<file path="src/rtl/mips_multicycle_ctrl_pkg.sv">
// Shared encodings for the multi-cycle MIPS controller and the ALU decoder.
// Holds opcodes, funct codes, ALU/mux encodings and the state enumeration.
package mips_pkg;

  localparam logic [5:0] OP_RTYPE = 6'b000000;
  localparam logic [5:0] OP_LW    = 6'b100011;
  localparam logic [5:0] OP_SW    = 6'b101011;
  localparam logic [5:0] OP_BEQ   = 6'b000100;
  localparam logic [5:0] OP_J     = 6'b000010;
  localparam logic [5:0] OP_ADDI  = 6'b001000;
  localparam logic [5:0] OP_ORI   = 6'b001101;

  localparam logic [5:0] FN_ADD = 6'b100000;
  localparam logic [5:0] FN_SUB = 6'b100010;
  localparam logic [5:0] FN_AND = 6'b100100;
  localparam logic [5:0] FN_OR  = 6'b100101;
  localparam logic [5:0] FN_SLT = 6'b101010;

  localparam logic [2:0] ALU_AND = 3'b000;
  localparam logic [2:0] ALU_OR  = 3'b001;
  localparam logic [2:0] ALU_ADD = 3'b010;
  localparam logic [2:0] ALU_SUB = 3'b110;
  localparam logic [2:0] ALU_SLT = 3'b111;

  localparam logic [1:0] SRCB_OUT2    = 2'b00;
  localparam logic [1:0] SRCB_FOUR    = 2'b01;
  localparam logic [1:0] SRCB_IMM     = 2'b10;
  localparam logic [1:0] SRCB_IMM_SH2 = 2'b11;

  localparam logic [1:0] PCS_ALU    = 2'b00;
  localparam logic [1:0] PCS_ALUOUT = 2'b01;
  localparam logic [1:0] PCS_JUMP   = 2'b10;

  typedef enum logic [3:0] {
    S_IDLE, S_FETCH, S_DECODE, S_R_EXEC, S_R_WB, S_I_EXEC, S_I_WB,
    S_MEM_ADDR, S_MEM_READ, S_MEM_WB, S_MEM_WRITE, S_BRANCH, S_JUMP
  } state_t;

  // Which ALU role the current state plays; lets the decoder be shared.
  typedef enum logic [2:0] {
    AC_NONE, AC_FETCH, AC_DECODE, AC_R_EXEC, AC_I_EXEC, AC_MEM_ADDR, AC_BRANCH
  } alu_class_t;

  function automatic logic is_mem_state(state_t s);
    return (s == S_FETCH) || (s == S_MEM_READ) || (s == S_MEM_WRITE);
  endfunction

endpackage

</file>
<file path="src/rtl/mips_alu_decode.sv">
// Combinational ALU control decode from Op/Func and the state's ALU role.
// Also flags unsupported opcodes (decode role) and functs (R-exec role).
module mips_alu_decode
  import mips_pkg::*;
(
  input  alu_class_t  i_class,
  input  logic [5:0]  i_op,
  input  logic [5:0]  i_func,
  output logic [2:0]  o_alu_ctr,
  output logic        o_ext_op,
  output logic        o_illegal
);

  always_comb begin
    o_alu_ctr = ALU_AND;
    o_ext_op  = 1'b0;
    o_illegal = 1'b0;
    case (i_class)
      AC_FETCH: o_alu_ctr = ALU_ADD;
      AC_DECODE: begin
        o_alu_ctr = ALU_ADD;
        o_ext_op  = 1'b1;
        o_illegal = !(i_op inside {OP_RTYPE, OP_LW, OP_SW, OP_BEQ, OP_J, OP_ADDI, OP_ORI});
      end
      AC_R_EXEC: begin
        case (i_func)
          FN_ADD:  o_alu_ctr = ALU_ADD;
          FN_SUB:  o_alu_ctr = ALU_SUB;
          FN_AND:  o_alu_ctr = ALU_AND;
          FN_OR:   o_alu_ctr = ALU_OR;
          FN_SLT:  o_alu_ctr = ALU_SLT;
          default: begin
            o_alu_ctr = ALU_ADD;
            o_illegal = 1'b1;
          end
        endcase
      end
      AC_I_EXEC: begin
        if (i_op == OP_ORI) begin
          o_alu_ctr = ALU_OR;
          o_ext_op  = 1'b0;
        end else begin
          o_alu_ctr = ALU_ADD;
          o_ext_op  = 1'b1;
        end
      end
      AC_MEM_ADDR: begin
        o_alu_ctr = ALU_ADD;
        o_ext_op  = 1'b1;
      end
      AC_BRANCH: o_alu_ctr = ALU_SUB;
      default: ;
    endcase
  end

endmodule

</file>
<file path="src/rtl/mips_multicycle_ctrl.sv">
// Multi-cycle MIPS sequencing controller sharing one memory port, with a
// ready handshake and a sticky timeout on stalled memory accesses.
module mips_multicycle_ctrl
  import mips_pkg::*;
#(
  parameter int MAX_WAIT = 15,
  parameter int CNT_W    = 8
) (
  input  logic       i_clock,
  input  logic       i_reset,
  input  logic [5:0] i_op,
  input  logic [5:0] i_func,
  input  logic       i_zero,
  input  logic       i_mem_ready,
  output logic       o_pc_write,
  output logic       o_pc_write_cond,
  output logic       o_iord,
  output logic       o_mem_read,
  output logic       o_mem_write,
  output logic       o_ir_write,
  output logic       o_mem_to_reg,
  output logic       o_reg_dst,
  output logic       o_reg_write,
  output logic       o_ext_op,
  output logic       o_alu_src_a,
  output logic [1:0] o_alu_src_b,
  output logic [2:0] o_alu_ctr,
  output logic [1:0] o_pc_source,
  output logic       o_instr_done,
  output logic       o_illegal,
  output logic       o_mem_timeout
);

  state_t           r_state, w_next;
  logic [CNT_W-1:0] r_cnt;
  logic             r_timeout;
  alu_class_t       w_class;
  logic             w_illegal;
  logic             w_waiting;
  logic             w_expired;
  // Zero acts only through PCWriteCond in the datapath; the FSM never branches on it.
  logic             w_zero_unused;

  assign w_zero_unused = i_zero;
  assign w_waiting     = is_mem_state(r_state) && !i_mem_ready;
  assign w_expired     = w_waiting && (r_cnt == CNT_W'(MAX_WAIT - 1));
  assign o_mem_timeout = r_timeout;
  assign o_illegal     = w_illegal;

  mips_alu_decode u_alu_decode (
    .i_class   (w_class),
    .i_op      (i_op),
    .i_func    (i_func),
    .o_alu_ctr (o_alu_ctr),
    .o_ext_op  (o_ext_op),
    .o_illegal (w_illegal)
  );

  // Counter is zero in every cycle that is not a continuing wait, so any
  // entry (or timeout re-entry) into a memory state starts from zero.
  always_ff @(posedge i_clock or posedge i_reset) begin
    if (i_reset) begin
      r_state   <= S_IDLE;
      r_cnt     <= '0;
      r_timeout <= 1'b0;
    end else begin
      r_state <= w_next;
      if (w_waiting && !w_expired) r_cnt <= r_cnt + CNT_W'(1);
      else                         r_cnt <= '0;
      if (w_expired) r_timeout <= 1'b1;
    end
  end

  always_comb begin
    w_next          = r_state;
    w_class         = AC_NONE;
    o_pc_write      = 1'b0;
    o_pc_write_cond = 1'b0;
    o_iord          = 1'b0;
    o_mem_read      = 1'b0;
    o_mem_write     = 1'b0;
    o_ir_write      = 1'b0;
    o_mem_to_reg    = 1'b0;
    o_reg_dst       = 1'b0;
    o_reg_write     = 1'b0;
    o_alu_src_a     = 1'b0;
    o_alu_src_b     = SRCB_OUT2;
    o_pc_source     = PCS_ALU;
    o_instr_done    = 1'b0;
    case (r_state)
      S_IDLE: w_next = S_FETCH;
      S_FETCH: begin
        o_mem_read  = 1'b1;
        o_alu_src_b = SRCB_FOUR;
        w_class     = AC_FETCH;
        if (i_mem_ready) begin
          o_ir_write = 1'b1;
          o_pc_write = 1'b1;
          w_next     = S_DECODE;
        end else if (w_expired) begin
          w_next = S_FETCH;
        end
      end
      S_DECODE: begin
        o_alu_src_b = SRCB_IMM_SH2;
        w_class     = AC_DECODE;
        case (i_op)
          OP_RTYPE:     w_next = S_R_EXEC;
          OP_LW, OP_SW: w_next = S_MEM_ADDR;
          OP_BEQ:       w_next = S_BRANCH;
          OP_J:         w_next = S_JUMP;
          OP_ADDI,
          OP_ORI:       w_next = S_I_EXEC;
          default:      w_next = S_FETCH;
        endcase
      end
      S_R_EXEC: begin
        o_alu_src_a = 1'b1;
        o_alu_src_b = SRCB_OUT2;
        w_class     = AC_R_EXEC;
        w_next      = w_illegal ? S_FETCH : S_R_WB;
      end
      S_R_WB: begin
        o_reg_dst    = 1'b1;
        o_reg_write  = 1'b1;
        o_instr_done = 1'b1;
        w_next       = S_FETCH;
      end
      S_I_EXEC: begin
        o_alu_src_a = 1'b1;
        o_alu_src_b = SRCB_IMM;
        w_class     = AC_I_EXEC;
        w_next      = S_I_WB;
      end
      S_I_WB: begin
        o_reg_write  = 1'b1;
        o_instr_done = 1'b1;
        w_next       = S_FETCH;
      end
      S_MEM_ADDR: begin
        o_alu_src_a = 1'b1;
        o_alu_src_b = SRCB_IMM;
        w_class     = AC_MEM_ADDR;
        w_next      = (i_op == OP_SW) ? S_MEM_WRITE : S_MEM_READ;
      end
      S_MEM_READ: begin
        o_mem_read = 1'b1;
        o_iord     = 1'b1;
        if (i_mem_ready)    w_next = S_MEM_WB;
        else if (w_expired) w_next = S_FETCH;
      end
      S_MEM_WB: begin
        o_mem_to_reg = 1'b1;
        o_reg_write  = 1'b1;
        o_instr_done = 1'b1;
        w_next       = S_FETCH;
      end
      S_MEM_WRITE: begin
        o_mem_write = 1'b1;
        o_iord      = 1'b1;
        if (i_mem_ready) begin
          o_instr_done = 1'b1;
          w_next       = S_FETCH;
        end else if (w_expired) begin
          w_next = S_FETCH;
        end
      end
      S_BRANCH: begin
        o_alu_src_a     = 1'b1;
        o_alu_src_b     = SRCB_OUT2;
        o_pc_source     = PCS_ALUOUT;
        o_pc_write_cond = 1'b1;
        o_instr_done    = 1'b1;
        w_class         = AC_BRANCH;
        w_next          = S_FETCH;
      end
      S_JUMP: begin
        o_pc_source  = PCS_JUMP;
        o_pc_write   = 1'b1;
        o_instr_done = 1'b1;
        w_next       = S_FETCH;
      end
      default: w_next = S_IDLE;
    endcase
  end

endmodule

</file>
<file path="config.mk">
export PLATFORM = sky130hd
export DESIGN_NAME = mips_multicycle_ctrl
export DESIGN_NICKNAME = d
export VERILOG_FILES = /design/src/rtl/mips_multicycle_ctrl_pkg.sv /design/src/rtl/mips_alu_decode.sv /design/src/rtl/mips_multicycle_ctrl.sv
export SDC_FILE = /design/constraint.sdc
export NUM_CORES = 1
export LEC_CHECK = 0
export ABC_AREA = 1
export ABC_CLOCK_PERIOD_IN_PS = 1600
export CORE_MARGIN = 8
export CORE_UTILIZATION = 40
export DETAILED_ROUTE_END_ITERATION = 8
export PLACE_DENSITY = 0.78
export SETUP_SLACK_MARGIN = 0.02
export SYNTH_ARGS = -nofsm -noshare
export SYNTH_HDL_FRONTEND = slang
export SYNTH_SLANG_ARGS = --single-unit
</file>
<file path="constraint.sdc">
create_clock -name i_clock -period 1.6 [get_ports i_clock]
set_input_delay 0.16 -clock i_clock [delete_from_list [all_inputs] [get_ports i_clock]]
set_output_delay 0.16 -clock i_clock [all_outputs]
set_load 0.01 [all_outputs]
</file>
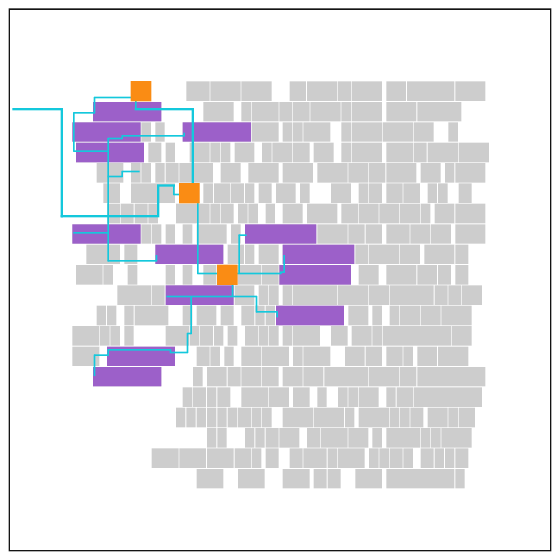
(run_1/clock_wires.png)
legend:
  cyan:
    item: clock wires
    length: 201 um
  purple:
    item: flip-flops
    count: 13
  orange:
    item: clock-net drivers
    count: 3
routed clock nets: 4
clk latency late pin: 0.28 ns
Post-Route Skew: 0.00240 ns
clock network fraction of design power: 5.2%

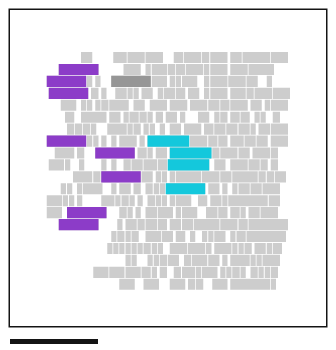
(run_1/ff_map.png)
Bar = 20 um. Other sequential cells in the stronger grey, the rest of the logic in the fainter grey.
legend:
  cyan:
    netlist_name: r_state
    flops: 4
    where: middle
  purple:
    netlist_name: r_cnt
    flops: 8
not coloured: 1
flop share of the area: 13.9%
seq pwr: 509 uW
register area: 329 um2
post-layout util: 78.0%

==> flow_summary.json, run 1 <==
{
  "outcome": "finished with violations",
  "violations": "negative setup slack",
  "antenna_found_initial": 0,
  "yosys-top-cells-area": "dfrtp_1 26%, nand2_1 15%, inv_1 12%",
  "overflow": 0,
  "die_h_um": 72.0,
  "fa_ha_area_share_pct": 5.98,
  "grt_pass1_vias": 1657,
  "via_count": 1713,
  "yosys.area.top_type_share_pct": 25.9,
  "hpwlAfterDp_um": 2970,
  "drc": 0,
  "final_cell_mix": "42 x buf_4, 35 x nand2_1, 29 x inv_1",
  "rsz0062_at_grt": "yes",
  "yosysUniqueCellTypes": 26,
  "wl_um": 4830,
  "slew_violations": 0,
  "slew-limit-headroom_pct": 66.1,
  "synth_seq_share_pct": 25.9,
  "ir_drop_mv": 0.717,
  "hold_class": "input pin to asynchronous set/reset pin",
  "cap_violations": 0,
  "cts.sink_count": 13,
  "drive_above_1_share_pct": 47.8,
  "hold_viol_final": 0,
  "r2r-end": "r_state[2]",
  "floorplan.nets": 228,
  "setup_ws_ns": -0.374,
  "clockBufferDepth": 2,
  "grt_pass1_wl_um": 6770,
  "setup_violations": 25,
  "warnings": 33,
  "crit_path_end_kind": "output pin",
  "port_buffers": 35,
  "p_sw_uw": 1890,
  "clockRootBuffer": "clkbuf_4",
  "syn_inst": 206,
  "ys_cells": 206,
  "p_seq_share_pct": 12.8,
  "leakagePower_uw": 0.00125,
  "worst_pin_slew_ns": 0.508,
  "grt_usage_pct": 15.7,
  "reg2reg_slack_ns": -0.22,
  "grt_max_degree": 14,
  "cts.htree.levels": 1,
  "r2r.worst_path.cells": 11,
  "drtAntennaViolNets": 0
}
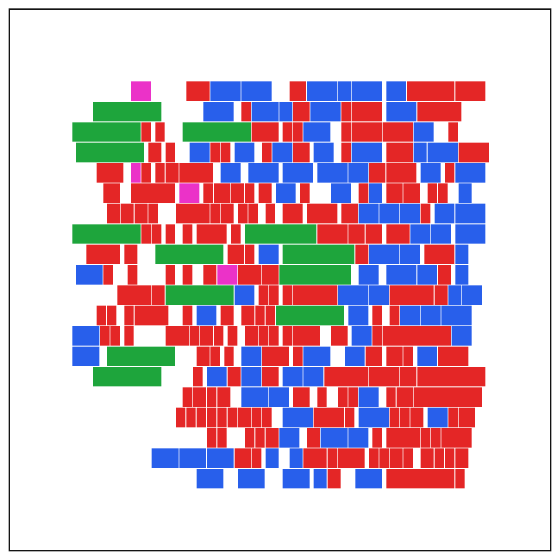
(run_1/class_map.png)
legend:
  red:
    class: remaining logic cells
    cells: 191
  green:
    class: registers
    cells: 13
  blue:
    class: remaining buffers and delay cells
    cells: 89
  magenta:
    class: clock drivers and dummy loads
    cells: 4

-- run 1: state kept, by name, summed over array words and instances (netlist names) --
register	cells
r_cnt	8
r_state	4
o_mem_timeout	1
-- run 1: what timing repair did --
action	CTS	global route
resized	107	72
buffers inserted	10	11
pin swaps	8	25
endpoints found under the setup margin	26	27
-- run 1: worst max path at each step --
stage,startpoint,to,cells past startpoint
finish,r_state[2],o_illegal,9
global route,r_state[2],o_illegal,9
CTS,r_state[1],o_illegal,10
detailed placement,r_state[2],o_illegal,9
global placement,r_state[0],o_illegal,10
floorplan,r_state[3],r_state[0],11
-- run 1: critical path, cell delays in order, from the launching register on --
cell     delay [ns]
dfrtp_1        0.45
nor2_2         0.20
nand2_2        0.12
nand2_4        0.13
ha_4           0.15
inv_4          0.04
a21oi_4        0.14
nand3_2        0.11
nand2_2        0.10
buf_6          0.11
-- run 1: layout make-up --
| type | count | area, um2 | share of cell area [%] |
|---|---|---|---|
| Sequential cell | 13 | 329 | 13.9 |
| Multi-Input combinational cell | 149 | 1020 | 43.1 |
| Tap cell | 44 | 55.1 | 2.33 |
| Clock buffer | 4 | 26.3 | 1.11 |
| Inverter | 42 | 178 | 7.52 |
| Timing Repair Buffer | 89 | 757 | 32.0 |
-- run 1: synthesized netlist by cell type --
cell type  count
o211ai_1       1
o22ai_1        1
nor2_1        33
or2_2          1
inv_2          2
inv_1         40
nor3_1         3
buf_4          1
nand4_1        3
nor3_2         1
dfrtp_1       13
nor3b_2        2
nor4_1         1
a21oi_4        1
o21ai_0       10
nor2_2         1
nand2_4        2
and3_1         1
a21oi_1        6
nor2_4         1
xnor2_1        1
ha_1           6
nand2_1       50
buf_6          1
nand3_1       23
nand2_2        1
-- run 1: cell families after synthesis --
| logic type | Yosys count |
|---|---|
| flip-flops | 13 |
| AND/OR/NAND/NOR | 123 |
| AND-OR/OR-AND | 19 |
| adder cells (fa/ha/maj) | 6 |
| XOR/XNOR | 1 |
| buffers and inverters | 44 |
-- run 1: layer usage --
| metal | up-vias | global-route usage (%) | wire (um) |
|---|---|---|---|
| li1 | 823 | - | - |
| met1 | 801 | 15.7 | 1830 |
| met2 | 71 | 30.8 | 2580 |
| met3 | 18 | 3.86 | 280 |
| met4 | 0 | 4.76 | 131 |
| met5 | - | 0 | 0 |
-- run 1: per-stage QoR --
| step | total power (uW) | setup slack, ns | instance area [um2] |
|---|---|---|---|
| after floorplan | 1490 | 0.0267 | 1260 |
| after global placement | 2580 | -0.354 | 1920 |
| after detailed placement | 2630 | -0.431 | 1920 |
| after CTS | 3050 | -0.279 | 2050 |
| after global routing | 4210 | -0.438 | 2360 |
| final | 3990 | -0.374 | 2360 |
-- run 1: power by group through the flow --
stage | clock network [uW] | registers (uW) | logic (uW)
after detailed placement | 0 | 475 | 2160
after floorplan | 0 | 463 | 1030
after global placement | 0 | 469 | 2120
final | 207 | 509 | 3270
after CTS | 214 | 465 | 2370
after global routing | 227 | 519 | 3460
## Run 2: what changed since run 1
--- a/config.mk
+++ b/config.mk
@@ -8,9 +8,9 @@
 export ABC_AREA = 1
 export ABC_CLOCK_PERIOD_IN_PS = 1600
 export CORE_MARGIN = 8
-export CORE_UTILIZATION = 40
+export CORE_UTILIZATION = 29
 export DETAILED_ROUTE_END_ITERATION = 8
-export PLACE_DENSITY = 0.78
+export PLACE_DENSITY = 0.61
 export SETUP_SLACK_MARGIN = 0.02
 export SYNTH_ARGS = -nofsm -noshare
 export SYNTH_HDL_FRONTEND = slang
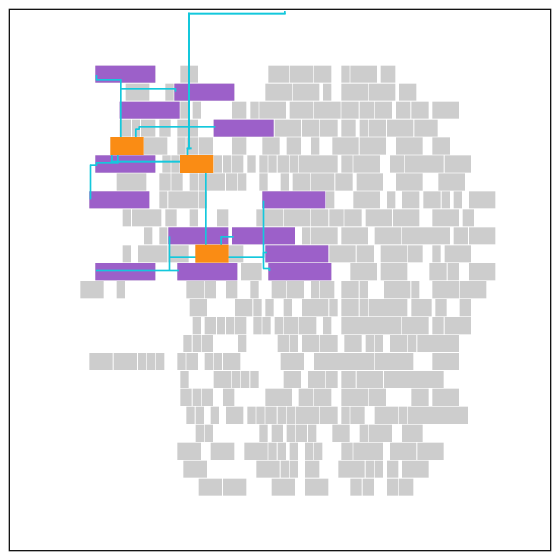
(run_2/clock_wires.png)
legend:
  cyan:
    item: clock wires
    length: 173 um
  purple:
    item: flip-flops
    count: 13
  orange:
    item: clock-net drivers
    count: 3
routed clock nets: 4
clock network fraction of design power: 6.6%
clk latency late pin: 0.24 ns
Post-Route Skew: 0.00194 ns
clock group power: 282 uW

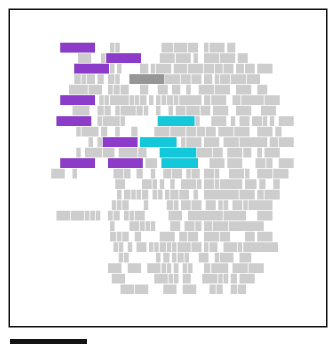
(run_2/ff_map.png)
Bar = 20 um. Other sequential cells in the stronger grey, the rest of the logic in the fainter grey.
legend:
  cyan:
    netlist_name: r_state
    flops: 4
    where: middle
  purple:
    netlist_name: r_cnt
    flops: 8
post-layout util: 59.0%
register area: 330 um2
seq pwr: 498 uW
flop share of the area: 13.1%

==> flow_summary.json, run 2 <==
{
  "outcome": "finished with violations",
  "violations": "negative setup slack",
  "synth-async-reset-ratio_pct": 100,
  "wl_um": 4450,
  "overflow": 0,
  "yosysUniqueCellTypes": 26,
  "clockRootBuffer": "clkbuf_8",
  "cts.sink_count": 13,
  "grt_usage_pct": 11.7,
  "ir_drop_mv": 0.666,
  "most_common_cell": "nand2_1",
  "top_cells_by_count": "50 x nand2_1, 40 x inv_1, 33 x nor2_1",
  "yosys.area.top_type_share_pct": 25.9,
  "ys.flop_type": "dfrtp_1",
  "regMostFlops": "r_cnt",
  "syn_inst": 206,
  "die_h_um": 81.8,
  "drtAntennaViolNets": 0,
  "slew_violations": 0,
  "clockBufferDepth": 2,
  "setup_ws_ns": -0.219,
  "floorplan.nets": 228,
  "ys_cells": 206,
  "multiInputGateArea_mm2": 0.00103,
  "p_seq_share_pct": 11.7,
  "cap_violations": 0,
  "crit_path_end_kind": "output pin",
  "setup_violations": 23,
  "via_count": 1602,
  "grt_max_degree": 14,
  "warnings": 33,
  "synth-edff-count": 0,
  "worst_pin_slew_ns": 0.565,
  "rsz0062_at_grt": "yes",
  "p_sw_uw": 1900,
  "hpwlAfterDp_um": 2890
}
-- run 2: cell counts after synthesis --
No cell type changed its count.
-- run 2: timing repair --
action                     in CTS  in global routing
pin swaps                      14                 28
setup buffers                  13                 11
gates cloned                    0                  0
resized                       135                 68
setup endpoints to repair      22                 28
-- run 2: routing by layer --
layer,vias to the layer above,track usage [%],part of all wire (%)
met1,730,13.4,40
met5,-,0,0
met4,0,2.11,1.6
li1,838,-,-
met3,6,2.19,3.0
met2,28,21.9,56
-- run 2: final timing paths --
path	to	slack, ns	cells after the start
worst max-delay path	o_alu_ctr[0]	-0.22	10
worst min-delay path	r_cnt[1]	0.24	2
worst max register to register	r_state[2]	-0.12	12
worst min register to register	o_mem_timeout	0.48	2
max in group asynchronous	r_state[1]	1.00	2
min in group i_clock	o_mem_timeout	0.48	2
-- run 2: metrics by stage --
step	hold slack (ns)	area, um2	utilization [%]	worst slack (ns)
final	0.242	2510	59.0	-0.219
after global routing	0.277	2510	59.0	-0.336
after CTS	0.258	2190	51.3	-0.235
after detailed placement	0.462	1960	45.9	-0.494
after global placement	0.451	1960	45.9	-0.430
after floorplan	0.0370	1260	-	0.0267
-- run 2: power groups by stage --
stage / registers (uW) / logic [uW] / clock network [uW]
after floorplan: 463 / 1030 / 0
after global placement: 473 / 2170 / 0
after detailed placement: 476 / 2160 / 0
after CTS: 488 / 2590 / 293
after global routing: 508 / 3720 / 307
final: 498 / 3490 / 282
-- run 2: cell type report --
cell class / instances / share of cell area [%]
repair buffers: 95 / 34.7
inverters: 42 / 6.77
flip-flops and latches: 13 / 13.1
clock buffers: 4 / 1.79
multi-input cells: 149 / 41.0
well taps: 52 / 2.59
-- run 2: worst max-delay path, cell delays in order, from the launching register on --
cell	delay (ns)
dfrtp_2	0.44
buf_6	0.14
nor2_4	0.09
o21ai_4	0.08
inv_2	0.11
ha_4	0.14
nand2_4	0.06
inv_2	0.08
nand2_1	0.06
o21ai_1	0.07
buf_2	0.15
-- run 2: kinds of logic (layout without fill, tap and decap cells) --
logic type               Yosys count  after routing  share of synthesized area (%)
adder cells (fa/ha/maj)            6              6                           5.98
buffers and inverters             44            141                           14.0
AND-OR/OR-AND                     19             19                           8.77
AND/OR/NAND/NOR                  123            123                           44.6
XOR/XNOR                           1              1                          0.697
flip-flops                        13             13                           25.9
Power figures rest on the tool's default switching activity, not on a simulated workload.
